**Routed clock nets over the placement**

Scale bar: 100 um.
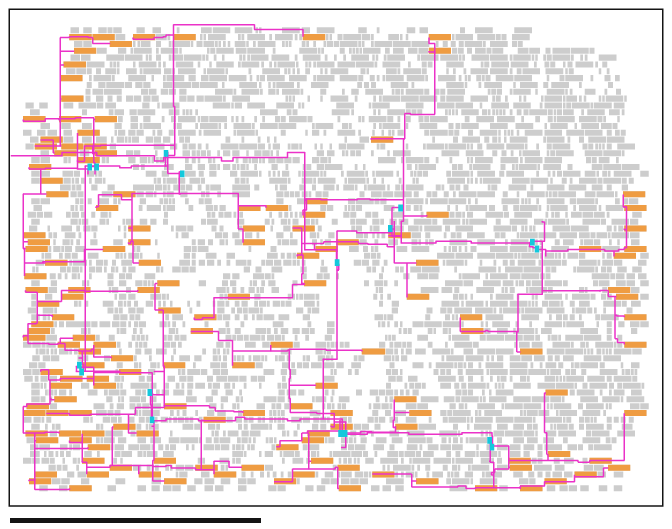
**Pin map**

Pins as bars across the die edge, other pins in grey.
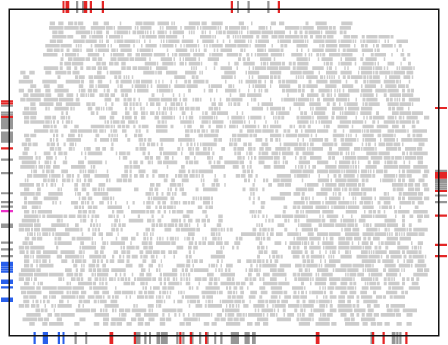
**Metal layers overlaid**

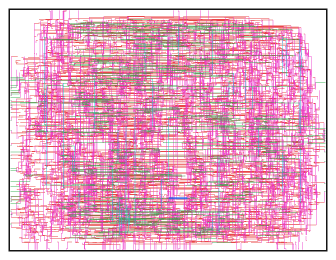
===== config.mk =====
export PLATFORM = sky130hd
export DESIGN_NAME = ext_arith_call
export DESIGN_NICKNAME = d
export VERILOG_FILES = /design/src/rtl/ext_arith_call.sv
export SDC_FILE = /design/constraint.sdc
export NUM_CORES = 2
export LEC_CHECK = 0
export CAP_MARGIN = 20
export CORE_ASPECT_RATIO = 0.75
export CORE_MARGIN = 5
export CORE_UTILIZATION = 55
export CTS_BUF_LIST = sky130_fd_sc_hd__clkbuf_2
export DETAILED_ROUTE_END_ITERATION = 7
export PLACE_DENSITY_LB_ADDON = 0.2
export REMOVE_ABC_BUFFERS = 1
export SLEW_MARGIN = 10
export SYNTH_ARGS = -nofsm -noshare
export SYNTH_HDL_FRONTEND = slang
export SYNTH_SLANG_ARGS = --single-unit

===== constraint.sdc =====
create_clock -name clk -period 8.1 [get_ports clk]
set_input_delay 1.62 -clock clk [delete_from_list [all_inputs] [get_ports clk]]
set_output_delay 1.62 -clock clk [all_outputs]
set_load 0.03 [all_outputs]

===== src/rtl/ext_arith_call.sv =====
// External-call arithmetic unit: ADD/SUB/MUL/ACC with op-dependent latency,
// one-cycle req_ready acknowledge, running accumulator and saturating call counter.
module ext_arith_call #(
   parameter int WIDTH      = 32,
   parameter int MUL_STAGES = 3,
   parameter int CNT_WIDTH  = 16
) (
   input  logic                 clk,
   input  logic                 rst,
   input  logic                 req_valid,
   input  logic [1:0]           req_op,
   input  logic [WIDTH-1:0]     x,
   input  logic [WIDTH-1:0]     y,
   input  logic                 acc_clr,
   output logic                 req_ready,
   output logic [WIDTH-1:0]     z,
   output logic                 busy,
   output logic [CNT_WIDTH-1:0] call_count
);

   typedef enum logic [1:0] {
      IDLE      = 2'd0,
      BUSY      = 2'd1,
      RESP      = 2'd2,
      WAIT_DROP = 2'd3
   } state_t;

   localparam logic [1:0] OP_ADD = 2'd0;
   localparam logic [1:0] OP_SUB = 2'd1;
   localparam logic [1:0] OP_MUL = 2'd2;
   localparam logic [1:0] OP_ACC = 2'd3;

   localparam int LAT_W = (MUL_STAGES > 1) ? $clog2(MUL_STAGES) : 1;
   localparam logic [LAT_W-1:0] MUL_LAT = LAT_W'(MUL_STAGES - 1);

   state_t               state_r;
   state_t               next_s;
   logic                 done_s;
   logic [1:0]           op_r;
   logic [WIDTH-1:0]     a_r;
   logic [WIDTH-1:0]     b_r;
   logic [LAT_W-1:0]     cnt_r;
   logic [WIDTH-1:0]     acc_r;
   logic [WIDTH-1:0]     acc_sum_s;
   logic [WIDTH-1:0]     mul_s;
   logic [WIDTH-1:0]     result_s;
   logic                 req_ready_r;
   logic                 busy_r;
   logic [WIDTH-1:0]     z_r;
   logic [CNT_WIDTH-1:0] count_r;

   // Next-state decode; done_s marks the edge that registers the result
   always_comb begin
      next_s = state_r;
      done_s = 1'b0;
      case (state_r)
         IDLE: begin
            if (req_valid) begin
               next_s = BUSY;
            end else begin
               next_s = IDLE;
            end
         end
         BUSY: begin
            if (cnt_r == {LAT_W{1'b0}}) begin
               next_s = RESP;
               done_s = 1'b1;
            end else begin
               next_s = BUSY;
            end
         end
         RESP: begin
            next_s = WAIT_DROP;
         end
         WAIT_DROP: begin
            if (req_valid) begin
               next_s = WAIT_DROP;
            end else begin
               next_s = IDLE;
            end
         end
         default: begin
            next_s = IDLE;
         end
      endcase
   end

   // Result mux over the latched operands; only the low WIDTH bits of the product are kept
   always_comb begin
      acc_sum_s = acc_r + a_r;
      mul_s     = a_r * b_r;
      result_s  = a_r + b_r;
      case (op_r)
         OP_ADD:  result_s = a_r + b_r;
         OP_SUB:  result_s = a_r - b_r;
         OP_MUL:  result_s = mul_s;
         OP_ACC:  result_s = acc_sum_s;
         default: result_s = a_r + b_r;
      endcase
   end

   // State, operand latch, latency counter and registered outputs
   always_ff @(posedge clk or posedge rst) begin
      if (rst) begin
         state_r     <= IDLE;
         op_r        <= 2'd0;
         a_r         <= {WIDTH{1'b0}};
         b_r         <= {WIDTH{1'b0}};
         cnt_r       <= {LAT_W{1'b0}};
         req_ready_r <= 1'b0;
         busy_r      <= 1'b0;
         z_r         <= {WIDTH{1'b0}};
         count_r     <= {CNT_WIDTH{1'b0}};
      end else begin
         state_r     <= next_s;
         req_ready_r <= done_s;
         busy_r      <= (next_s != IDLE);
         if (state_r == IDLE && req_valid) begin
            op_r  <= req_op;
            a_r   <= x;
            b_r   <= y;
            cnt_r <= (req_op == OP_MUL) ? MUL_LAT : {LAT_W{1'b0}};
         end else if (state_r == BUSY && cnt_r != {LAT_W{1'b0}}) begin
            cnt_r <= cnt_r - LAT_W'(1);
         end else begin
            cnt_r <= cnt_r;
         end
         if (done_s) begin
            z_r <= result_s;
            if (count_r != {CNT_WIDTH{1'b1}}) begin
               count_r <= count_r + CNT_WIDTH'(1);
            end else begin
               count_r <= count_r;
            end
         end else begin
            z_r <= z_r;
         end
      end
   end

   // Accumulator: a clear on the ACC result edge wins, while z still takes the pre-clear sum
   always_ff @(posedge clk or posedge rst) begin
      if (rst) begin
         acc_r <= {WIDTH{1'b0}};
      end else if (acc_clr) begin
         acc_r <= {WIDTH{1'b0}};
      end else if (done_s && op_r == OP_ACC) begin
         acc_r <= acc_sum_s;
      end else begin
         acc_r <= acc_r;
      end
   end

   assign req_ready  = req_ready_r;
   assign busy       = busy_r;
   assign z          = z_r;
   assign call_count = count_r;

endmodule

==> results.yml <==
# yosys + openroad results
grt:
  antenna_found_initial: 2
  grt_pass1_wl_um: 129000
  gr-max-usage-layer: "met1"
  grt_use_met1_pct: 52.0
  grt_util_met2_pct: 46.8
  grt_max_degree: 63
  grt_pass1_vias: 21083
setup_path:
  crit_top_cell: "fa_1"
  worstPathCellList: "and2_1 > fa_1 > fa_1 > fa_1 > inv_1 > fa_1 > inv_1 > fa_1 > inv_1 > fa_1 > inv_1 > fa_1 > fa_1 > ha_1 > and3_1 > nand2_1 > a21oi_1 > a311o_1 > a211oi_2 > o21bai_1 > a21o_1 > a221oi_1 > o211ai_1"
  worstReg2RegStart: "b_r[6]$_DFFE_PP0P_"
  cp_slowest_cell: "dfrtp_1"
  r2r-end: "z[29]$_DFFE_PP0P_"
  cp.required_ps: 8960
  reg2reg_depth: 23
  crit_type: "reg -> reg"
  cpPeakStageDelay_ps: 980
  endpoint_kind: "flip-flop"
  reg2reg_slack_ps: 390
logic_synthesis:
  yosys_warnings: 0
  yosys.area.top_type: "fa_1"
  synth_adder_area_share_pct: 41.2
  synth_cells: 2820
  syn_area_per_cell_um2: 9.10
  yosys.area_share.xor_xnor_pct: 6.37
  synth_cell_types: 72
  yosysSeqAreaShare_pct: 14.8
  yosys_cells: 2820
  synthTopCellsByArea: "fa_1 32%, dfrtp_1 15%, ha_1 9.2%"
  ff_type: "dfrtp_1"
  ys_sh_simple_pct: 16.9
  ys_area_um2: 25700
  synthMuxAreaShare_pct: 3.00
  async_reset_ff_share_pct: 100
  yosys.area.top_type_share_pct: 32.0
  syn_area_um2: 25700
  edf_count: 0
  ys_top_logic_family: "adder cells"
  synth.most_common_cell: "fa_1"
floorplan:
  fp-row-count: 68
  initCoreUtil_pct: 55.7
  ioPinCount: 120
detailed_routing:
  routed.top_layer: "met5"
  route.met2.wl_um: 34100
  drc_errors: 0
  detail-route-antenna-nets: 0
  drt_iter0_drc: 2011
  viasPerCell: 5.83
  met1_length_um: 38200
clock_network:
  clk_latency_ps: 960
  cts_setup_buffers: 0
  hold_buffers: 0
  clock-sinks: 152
  clkTransAtPathRegs_ps: 360
  cts_tree: "built"
  cts_root_buf: "clkbuf_2"
  cts_buffers: 17
  cts_resized: 0
  h-tree-depth: 4
final_layout:
  fin_area_um2: 27900
  area_growth_pct: 8.58
  antennaDiodeCount: 0
  fillCellCount: 4081
  final_util_pct: 60.5
placement:
  gp_congestion: 0.985
  dp_slack_ps: 521
  dp.cells: 3492
  place_hpwl_um: 66800
run_status:
  status: "finished clean"
run:
  tool_warnings: 26
  max_cap_violations: 0
sta:
  setup_tns_ps: 0
  max_slew_margin_pct: 27.0
  fin_crit_sh_pct: 95.2
  post-route-min-period_ps: 7710
  worst_slew_pin_slew_ps: 1100
  finalHoldViolations: 0
  slew_violations: 0
  max_freq_ghz: 0.130
  setup_ws_ps: 388
hold_path:
  whs_path_depth: 2
  hold-path-endpoint: "z[24]$_DFFE_PP0P_"
  hp-start: "z[24]$_DFFE_PP0P_"
  worstHoldPathType: "reg -> reg"
About 'routed clock nets over the placement':
[orange] flip-flops | count: 152
[cyan] clock-net drivers | count: 17
[magenta] clock wires | length: 3,090 um
flops lie: widely spread
routed clock nets: 18
Final Skew: 96.5 ps

About 'pin map':
[red] y | pins: 32 | direction: input | edge: 11 bottom, 9 top, 8 right, 4 left
[blue] call_count | pins: 16 | direction: output | edge: 10 left, 6 bottom
[magenta] req_valid | pins: 1 | direction: input | edge: left
# port buffers: 119
Die Wd: 259 um
die height: 197 um

About 'metal layers overlaid':
[cyan] M4 | wire length: 1,300 um
[green] M3 | wire length: 10,100 um
[blue] M5 | wire length: 13.8 um
[red] M1 | wire length: 38.2 mm
[magenta] M2 | wire length: 34.1 mm
Avg WL per Cell: 23.8 um
global-route usage over all layers: 33.4%
Routed Wire Length: 83,700 um
via count: 20,531

==> flip-flops by register name, summed over array words and instances (netlist names) <==
signal      count
a_r            32
acc_r          32
b_r            32
z              32
call_count     16
cnt_r           2
op_r            2
state_r         2
busy            1
req_ready       1
==> worst max path at each step <==
stage	start	endpoint	depth (start not counted)
after detailed placement	a_r[10]$_DFFE_PP0P_	z[29]$_DFFE_PP0P_	23
after floorplan	req_valid	a_r[10]$_DFFE_PP0P_	2
after global placement	b_r[6]$_DFFE_PP0P_	z[29]$_DFFE_PP0P_	23
after CTS	a_r[10]$_DFFE_PP0P_	z[29]$_DFFE_PP0P_	23
after global routing	a_r[6]$_DFFE_PP0P_	z[29]$_DFFE_PP0P_	22
final	b_r[6]$_DFFE_PP0P_	z[29]$_DFFE_PP0P_	23
==> layout make-up <==
type / count / area [um2] / share of cell area [%]
multi-input combinational: 2118 / 19800 / 71.1
tap: 630 / 788 / 2.83
clock inverter: 14 / 128 / 0.458
inverter: 403 / 1520 / 5.44
timing repair buffer: 189 / 1740 / 6.23
sequential: 152 / 3800 / 13.6
clock buffer: 18 / 90.1 / 0.323
==> placed cells by master, fill, tap and decap left out, drive strengths merged, types with 18 or more instances in the layout <==
cell type	synthesis	layout
o21ai	87	87
dfrtp	152	152
nand2	365	365
buf	7	70
clkbuf	140	18
inv	403	413
nor3	26	26
clkdlybuf4s50	0	119
ha	189	189
a211oi	28	28
fa	410	410
mux2	63	63
xnor2	125	125
and2	309	309
nor2	91	91
xor2	59	59
a21o	35	35
a21oi	120	120
